**Floorplan with the power grid**

Drawn at 6 px/µm. Pins as bars on the die edge. Tap cells in gray.
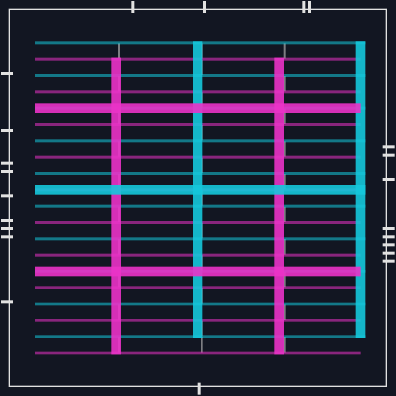
**Clock wiring as the flow saved it**

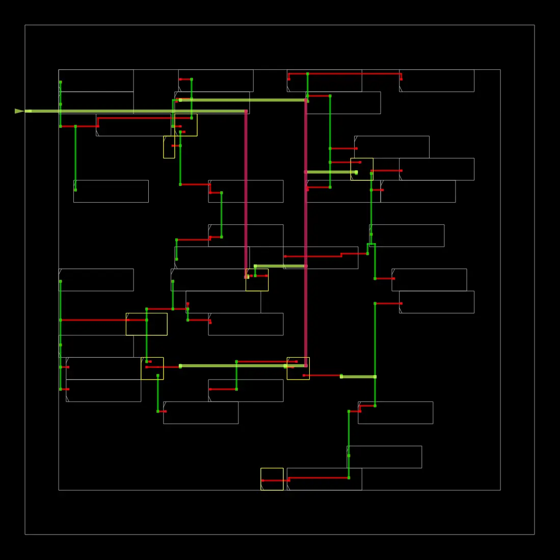
**Placement density heat map**

Drawn at 6 px/µm. 6 x 6 tiles, from white (low) to dark blue (high), 0 to 100% covered.
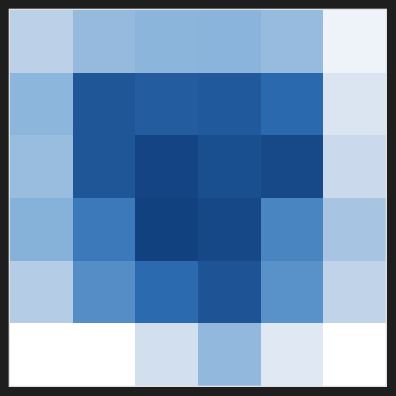
--- src/rtl/ss_stream_accum_decoder.sv ---
`default_nettype none
// ============================================================================
// Module      : ss_stream_accum_decoder
// Description : Stochastic-symbol-to-binary decoder. Sums SYM_W-bit symbols
//               over a window of WIN_LEN valid symbols. The windowed sum is
//               then offered on a valid/ready result port. Framed
//               measurements replace a free-running output counter.
//
//               Optional feature macro: SS_DEC_BIPOLAR_EN
//                 defined   : symbols are signed two's complement and are
//                             sign-extended. The sum is signed.
//                 undefined : symbols are unsigned and are zero-extended.
//
// Ports       : clk           in   rising-edge clock
//               rst           in   asynchronous reset, active-high
//               start         in   begin a new window (IDLE, or HOLD+ready)
//               abort         in   discard current window, return to IDLE
//               ss_in         in   [SYM_W-1:0] stochastic symbol
//               ss_valid      in   ss_in valid this cycle
//               busy          out  high while accumulating
//               result        out  [ACC_W-1:0] windowed sum, stable while valid
//               result_valid  out  result available
//               result_ready  in   consumer accepts result
//
// Revision    : 1.0 - initial release
// ============================================================================
module ss_stream_accum_decoder #(
    parameter int SYM_W   = 3,
    parameter int WIN_LEN = 256,
    parameter int ACC_W   = 11
) (
    input  logic             clk,
    input  logic             rst,
    input  logic             start,
    input  logic             abort,
    input  logic [SYM_W-1:0] ss_in,
    input  logic             ss_valid,
    output logic             busy,
    output logic [ACC_W-1:0] result,
    output logic             result_valid,
    input  logic             result_ready
);

    localparam int CNT_W = $clog2(WIN_LEN);

    localparam logic [CNT_W-1:0] C_CNT_LAST = CNT_W'(WIN_LEN - 1);
    localparam logic [CNT_W-1:0] C_CNT_ONE  = CNT_W'(1);

    // ------------------------------------------------------------------------
    // State encoding
    // ------------------------------------------------------------------------
    localparam logic [1:0] S_IDLE  = 2'd0;
    localparam logic [1:0] S_ACCUM = 2'd1;
    localparam logic [1:0] S_HOLD  = 2'd2;

    logic [1:0]       state_q;
    logic [1:0]       state_d;
    logic [ACC_W-1:0] acc_q;
    logic [ACC_W-1:0] acc_d;
    logic [CNT_W-1:0] cnt_q;
    logic [CNT_W-1:0] cnt_d;
    logic [ACC_W-1:0] result_q;
    logic [ACC_W-1:0] result_d;

    // ------------------------------------------------------------------------
    // Symbol extension to accumulator width
    // ------------------------------------------------------------------------
    logic [ACC_W-1:0] w_sym_ext;
    logic [ACC_W-1:0] w_acc_sum;
    logic             w_take;
    logic             w_last;

`ifdef SS_DEC_BIPOLAR_EN
    // Two's complement symbols. Sign-extension lets the ordinary adder
    // produce a correctly signed running sum.
    assign w_sym_ext = {{(ACC_W-SYM_W){ss_in[SYM_W-1]}}, ss_in};
`else
    assign w_sym_ext = {{(ACC_W-SYM_W){1'b0}}, ss_in};
`endif

    assign w_acc_sum = acc_q + w_sym_ext;
    assign w_take    = (state_q == S_ACCUM) && ss_valid;
    assign w_last    = w_take && (cnt_q == C_CNT_LAST);

    // ------------------------------------------------------------------------
    // State register
    // ------------------------------------------------------------------------
    always_ff @(posedge clk or posedge rst) begin
        if (rst) begin
            state_q <= S_IDLE;
        end else begin
            state_q <= state_d;
        end
    end

    // ------------------------------------------------------------------------
    // Next-state logic. abort outranks start, ready and symbols.
    // ------------------------------------------------------------------------
    always_comb begin
        state_d = state_q;
        case (state_q)
            S_IDLE: begin
                if (!abort && start) begin
                    state_d = S_ACCUM;
                end
            end
            S_ACCUM: begin
                if (abort) begin
                    state_d = S_IDLE;
                end else if (w_last) begin
                    state_d = S_HOLD;
                end
            end
            S_HOLD: begin
                if (abort) begin
                    state_d = S_IDLE;
                end else if (result_ready) begin
                    // A start that arrives together with the handshake
                    // opens the next window back-to-back.
                    state_d = start ? S_ACCUM : S_IDLE;
                end
            end
            default: begin
                state_d = S_IDLE;
            end
        endcase
    end

    // ------------------------------------------------------------------------
    // Outputs, decoded from state. result_valid is exactly "in HOLD".
    // Entry into HOLD happens at the edge that takes the last symbol.
    // ------------------------------------------------------------------------
    always_comb begin
        busy         = (state_q == S_ACCUM);
        result_valid = (state_q == S_HOLD);
        result       = result_q;
    end

    // ------------------------------------------------------------------------
    // Datapath next-state
    // ------------------------------------------------------------------------
    always_comb begin
        acc_d    = acc_q;
        cnt_d    = cnt_q;
        result_d = result_q;
        if (abort) begin
            // Discard the partial window. result keeps its last value.
            acc_d = '0;
            cnt_d = '0;
        end else begin
            case (state_q)
                S_IDLE: begin
                    if (start) begin
                        acc_d = '0;
                        cnt_d = '0;
                    end
                end
                S_ACCUM: begin
                    if (w_last) begin
                        // Clear acc and cnt when the window closes. This
                        // keeps cnt from wrapping, and the next window
                        // then starts from zero.
                        result_d = w_acc_sum;
                        acc_d    = '0;
                        cnt_d    = '0;
                    end else if (w_take) begin
                        acc_d = w_acc_sum;
                        cnt_d = cnt_q + C_CNT_ONE;
                    end
                end
                S_HOLD: begin
                    if (result_ready && start) begin
                        acc_d = '0;
                        cnt_d = '0;
                    end
                end
                default: begin
                    acc_d = '0;
                    cnt_d = '0;
                end
            endcase
        end
    end

    // ------------------------------------------------------------------------
    // Datapath registers
    // ------------------------------------------------------------------------
    always_ff @(posedge clk or posedge rst) begin
        if (rst) begin
            acc_q    <= '0;
            cnt_q    <= '0;
            result_q <= '0;
        end else begin
            acc_q    <= acc_d;
            cnt_q    <= cnt_d;
            result_q <= result_d;
        end
    end

endmodule
`default_nettype wire
--- config.mk ---
export PLATFORM = sky130hd
export DESIGN_NAME = ss_stream_accum_decoder
export DESIGN_NICKNAME = d
export VERILOG_FILES = /design/src/rtl/ss_stream_accum_decoder.sv
export SDC_FILE = /design/constraint.sdc
export NUM_CORES = 1
export LEC_CHECK = 0
export CAP_MARGIN = 5
export CORE_MARGIN = 4
export CORE_UTILIZATION = 59
export CTS_CLUSTER_SIZE = 16
export DETAILED_ROUTE_END_ITERATION = 16
export GPL_TIMING_DRIVEN = 0
export PLACE_DENSITY = 0.93
export REMOVE_ABC_BUFFERS = 1
export SLEW_MARGIN = 20
export SYNTH_ARGS = -nofsm -noshare
export SYNTH_HDL_FRONTEND = slang
export SYNTH_SLANG_ARGS = --single-unit
--- constraint.sdc ---
create_clock -name clk -period 5.4 [get_ports clk]
set_input_delay 1.08 -clock clk [delete_from_list [all_inputs] [get_ports clk]]
set_output_delay 1.08 -clock clk [all_outputs]
set_load 0.01 [all_outputs]
==> flow_summary_export.csv <==
group,metric,value,unit
outcome,status,"completed",
synth,ys.flops,32,
critical_path,required,5630,ps
floorplanning,io_pins,22,
clock_tree,postCtsHoldBufs,0,
detailed_routing,drc_errors,0,
hold_path,hold_class,"flip-flop to flip-flop",
final_timing,post-route-min-period,2890,ps
detailed_routing,wire_per_inst,15.5,µm
critical_path,worst-setup-path-type,"input port to flip-flop",
synth,ys_seq_share,45.5,%
place,post-place-cells,214,
synth,flop_cell,"dfrtp_1",
cells_and_area,nets,204,
cells_and_area,n_antenna_cell,0,
power,cellPowerDensity,215,nW/µm²
critical_path,worst_path_dominant_cell_family,"adder cells",
place,gp_congestion,0.826,
job,tool_warnings,25,
detailed_routing,viasPerCell,6.32,
synth,ys_area,1760,µm²
power,p_leak,0.000857,µW
critical_path,crit_chain,"clkdlybuf4s50_1, ha_1, fa_1, a21oi_1, nor2b_1, xor2_1, mux2_2",
synth,async_flop_share,100,%
final_timing,drv_slew,0,
detailed_routing,first_pass_iters,4,
cells_and_area,layout.cells.non_filler,222,
place,port_buffers,21,
detailed_routing,antenna_left,0,
critical_path,worst_path_max_delay_cell,"fa_1",
synth,ys_cells,168,
clock_tree,post_cts_resized,0,
detailed_routing,vias,1403,
global_route,grtUsageTotal,19.3,%
floorplanning,die_area,3920,µm²
synth,syn_area_per_cell,10.5,µm²
final_timing,finalHoldViolCount,0,
final_timing,slew_headroom,50.3,%
critical_path,cpPeakStageDelay,430,ps
synth,yosys.cell_types.count,42,
synth,syn_area,1760,µm²
synth,topCellsByArea,"dfrtp_1 (46%), a21oi_1 (4.8%), nor2_1 (3.0%)",
synth,top_area_share,45.5,%
critical_path,cp-end-kind,"flip-flop",
clock_tree,htreeDepth,2,
clock_tree,clockBufferDepth,2,
critical_path,critPathMaxFanout,5,
final_timing,rsz0062_at_grt,"false",
final_timing,fin_setup_tns,0,ps
global_route,grt-ovfl-total,0,
critical_path,critPathArrivalTime,3120,ps
final_timing,worst_pin_slew,744,ps
global_route,antenna_found_initial,0,
detailed_routing,drt_wl_total,3.45,mm
cells_and_area,lay_top_count,"dfrtp_1",
final_timing,max_freq,347,MHz
synth,yosys_warnings,0,
global_route,grt_pass1_vias,1391,
critical_path,path_buffers,1,
cells_and_area,drive_above_1_share,12.6,%
clock_tree,cts_tree,"built",
cells_and_area,area_delta_synth_final,15.4,%
clock_tree,clockRootBuffer,"clkbuf_4",
cells_and_area,final_cell_mix,"dfrtp_1 (32), clkdlybuf4s50_1 (21), a21oi_1 (17)",
critical_path,startpoint_type,"input port",
power,peakVddDrop,0.195,mV
floorplanning,dieWidth,62.6,µm
place,hpwl,2.44,mm
clock_tree,post_cts_buffers,0,
floorplanning,fp-row-count,19,
About 'floorplan with the power grid':
net	color
VSS	magenta
VDD	cyan
signal pins	22
met1 rails	20
met4 straps	4
met5 straps	3

About 'clock wiring as the flow saved it':
Flops: 32
worst-skew pair later-pin latency: 340 ps
clock sink total: 32
TritonCTS Buffers: 5
clock buf count: 7

About 'placement density heat map':
densest ninth of the die	center
fullest tile	93%
tiles over 75% full	33%
nearly empty tiles	8.3%
mean over tiles	51%
Core Area: 2810 µm²
floorplan utilization: 62.7%
utilization after layout: 72.4%

-- where the power goes --
group          switching [µW]  internal [µW]  total (µW)
registers                4.18            242         247
logic                    25.4           17.4        42.8
clock network            83.6           63.7         147
total                     113            323         437
-- metal layers --
layer | vias to the layer above | wire length (µm) | track usage [%]
li1 | 668 | - | -
met1 | 669 | 1470 | 22.2
met2 | 56 | 1640 | 32.5
met3 | 10 | 248 | 6.47
met4 | 0 | 91 | 8.82
met5 | - | 0 | 0
-- worst register-to-register path: cells and delay by family, from the launching register on --
| family | cells | cell delay (ps) |
|---|---|---|
| compound gates | 1 | 420 |
| simple gates | 1 | 110 |
| flops | 1 | 400 |
| mux | 1 | 260 |
| fa+ha+maj | 2 | 650 |
| xor+xnor | 1 | 170 |
-- cells by family after synthesis --
group           share of synthesized area [%]
flops                                    45.5
buf+inv                                  3.63
mux                                      3.84
simple gates                             20.3
xor+xnor                                 4.48
compound gates                           18.3
fa+ha+maj                                3.98
-- flip-flops by register name (all words and copies together), names as in the netlist --
register and cells:
acc_q 11, result 11, cnt_q 8, state_q 2
-- through the flow --
stage          cell area, µm²  total power (µW)  hold slack, ps  setup slack, ps  util (%)
3_5_place_dp             1970               294             488             2200      70.2
3_3_place_gp             1960               291             472             2090      70.0
2_1_floorplan            1710               277             470             2780         -
5_1_grt                  2030               455             538             2410      72.4
6_report                 2030               437             503             2510      72.4
4_1_cts                  2030               438             513             2550      72.4
-- area by class of cell --
cell class / count / area [µm²]
inverters: 5 / 18.8
flip-flops and latches: 32 / 801
clock buffers: 7 / 55.1
multi-input cells: 125 / 900
well taps: 31 / 38.8
clock inverters: 1 / 7.51
fillers: 206 / 774
repair buffers: 21 / 210
-- synthesized netlist by cell type (3+ instances only) --
| library cell | instances |
|---|---|
| a21oi_1 | 17 |
| o31ai_1 | 7 |
| mux2_2 | 3 |
| xnor2_1 | 6 |
| buf_2 | 3 |
| ha_1 | 4 |
| nor2b_1 | 3 |
| inv_1 | 5 |
| mux2_1 | 3 |
| a22o_1 | 4 |
| dfrtp_1 | 32 |
| or4_1 | 3 |
| a31oi_1 | 7 |
| nand2b_1 | 5 |
| nor4_2 | 3 |
| o21ai_0 | 5 |
| nor2_1 | 14 |
| nand2_1 | 7 |
| xor2_1 | 3 |
| nor3_1 | 3 |
| nand3_1 | 6 |
-- final timing paths --
| check | start | end | slack, ps | cells past startpoint |
|---|---|---|---|---|
| max reg2reg | acc_q[0] | result[4] | 3290 | 6 |
| min | result[2] | result[2] | 500 | 1 |
| min in group asynchronous | rst | acc_q[8] | 1140 | 2 |
| max in group asynchronous | rst | result[2] | 3840 | 2 |
| max | ss_in[0] | result[4] | 2510 | 7 |
| min reg2reg | result[2] | result[2] | 500 | 1 |
No activity file was given, so power comes from the tool's default toggle rates.
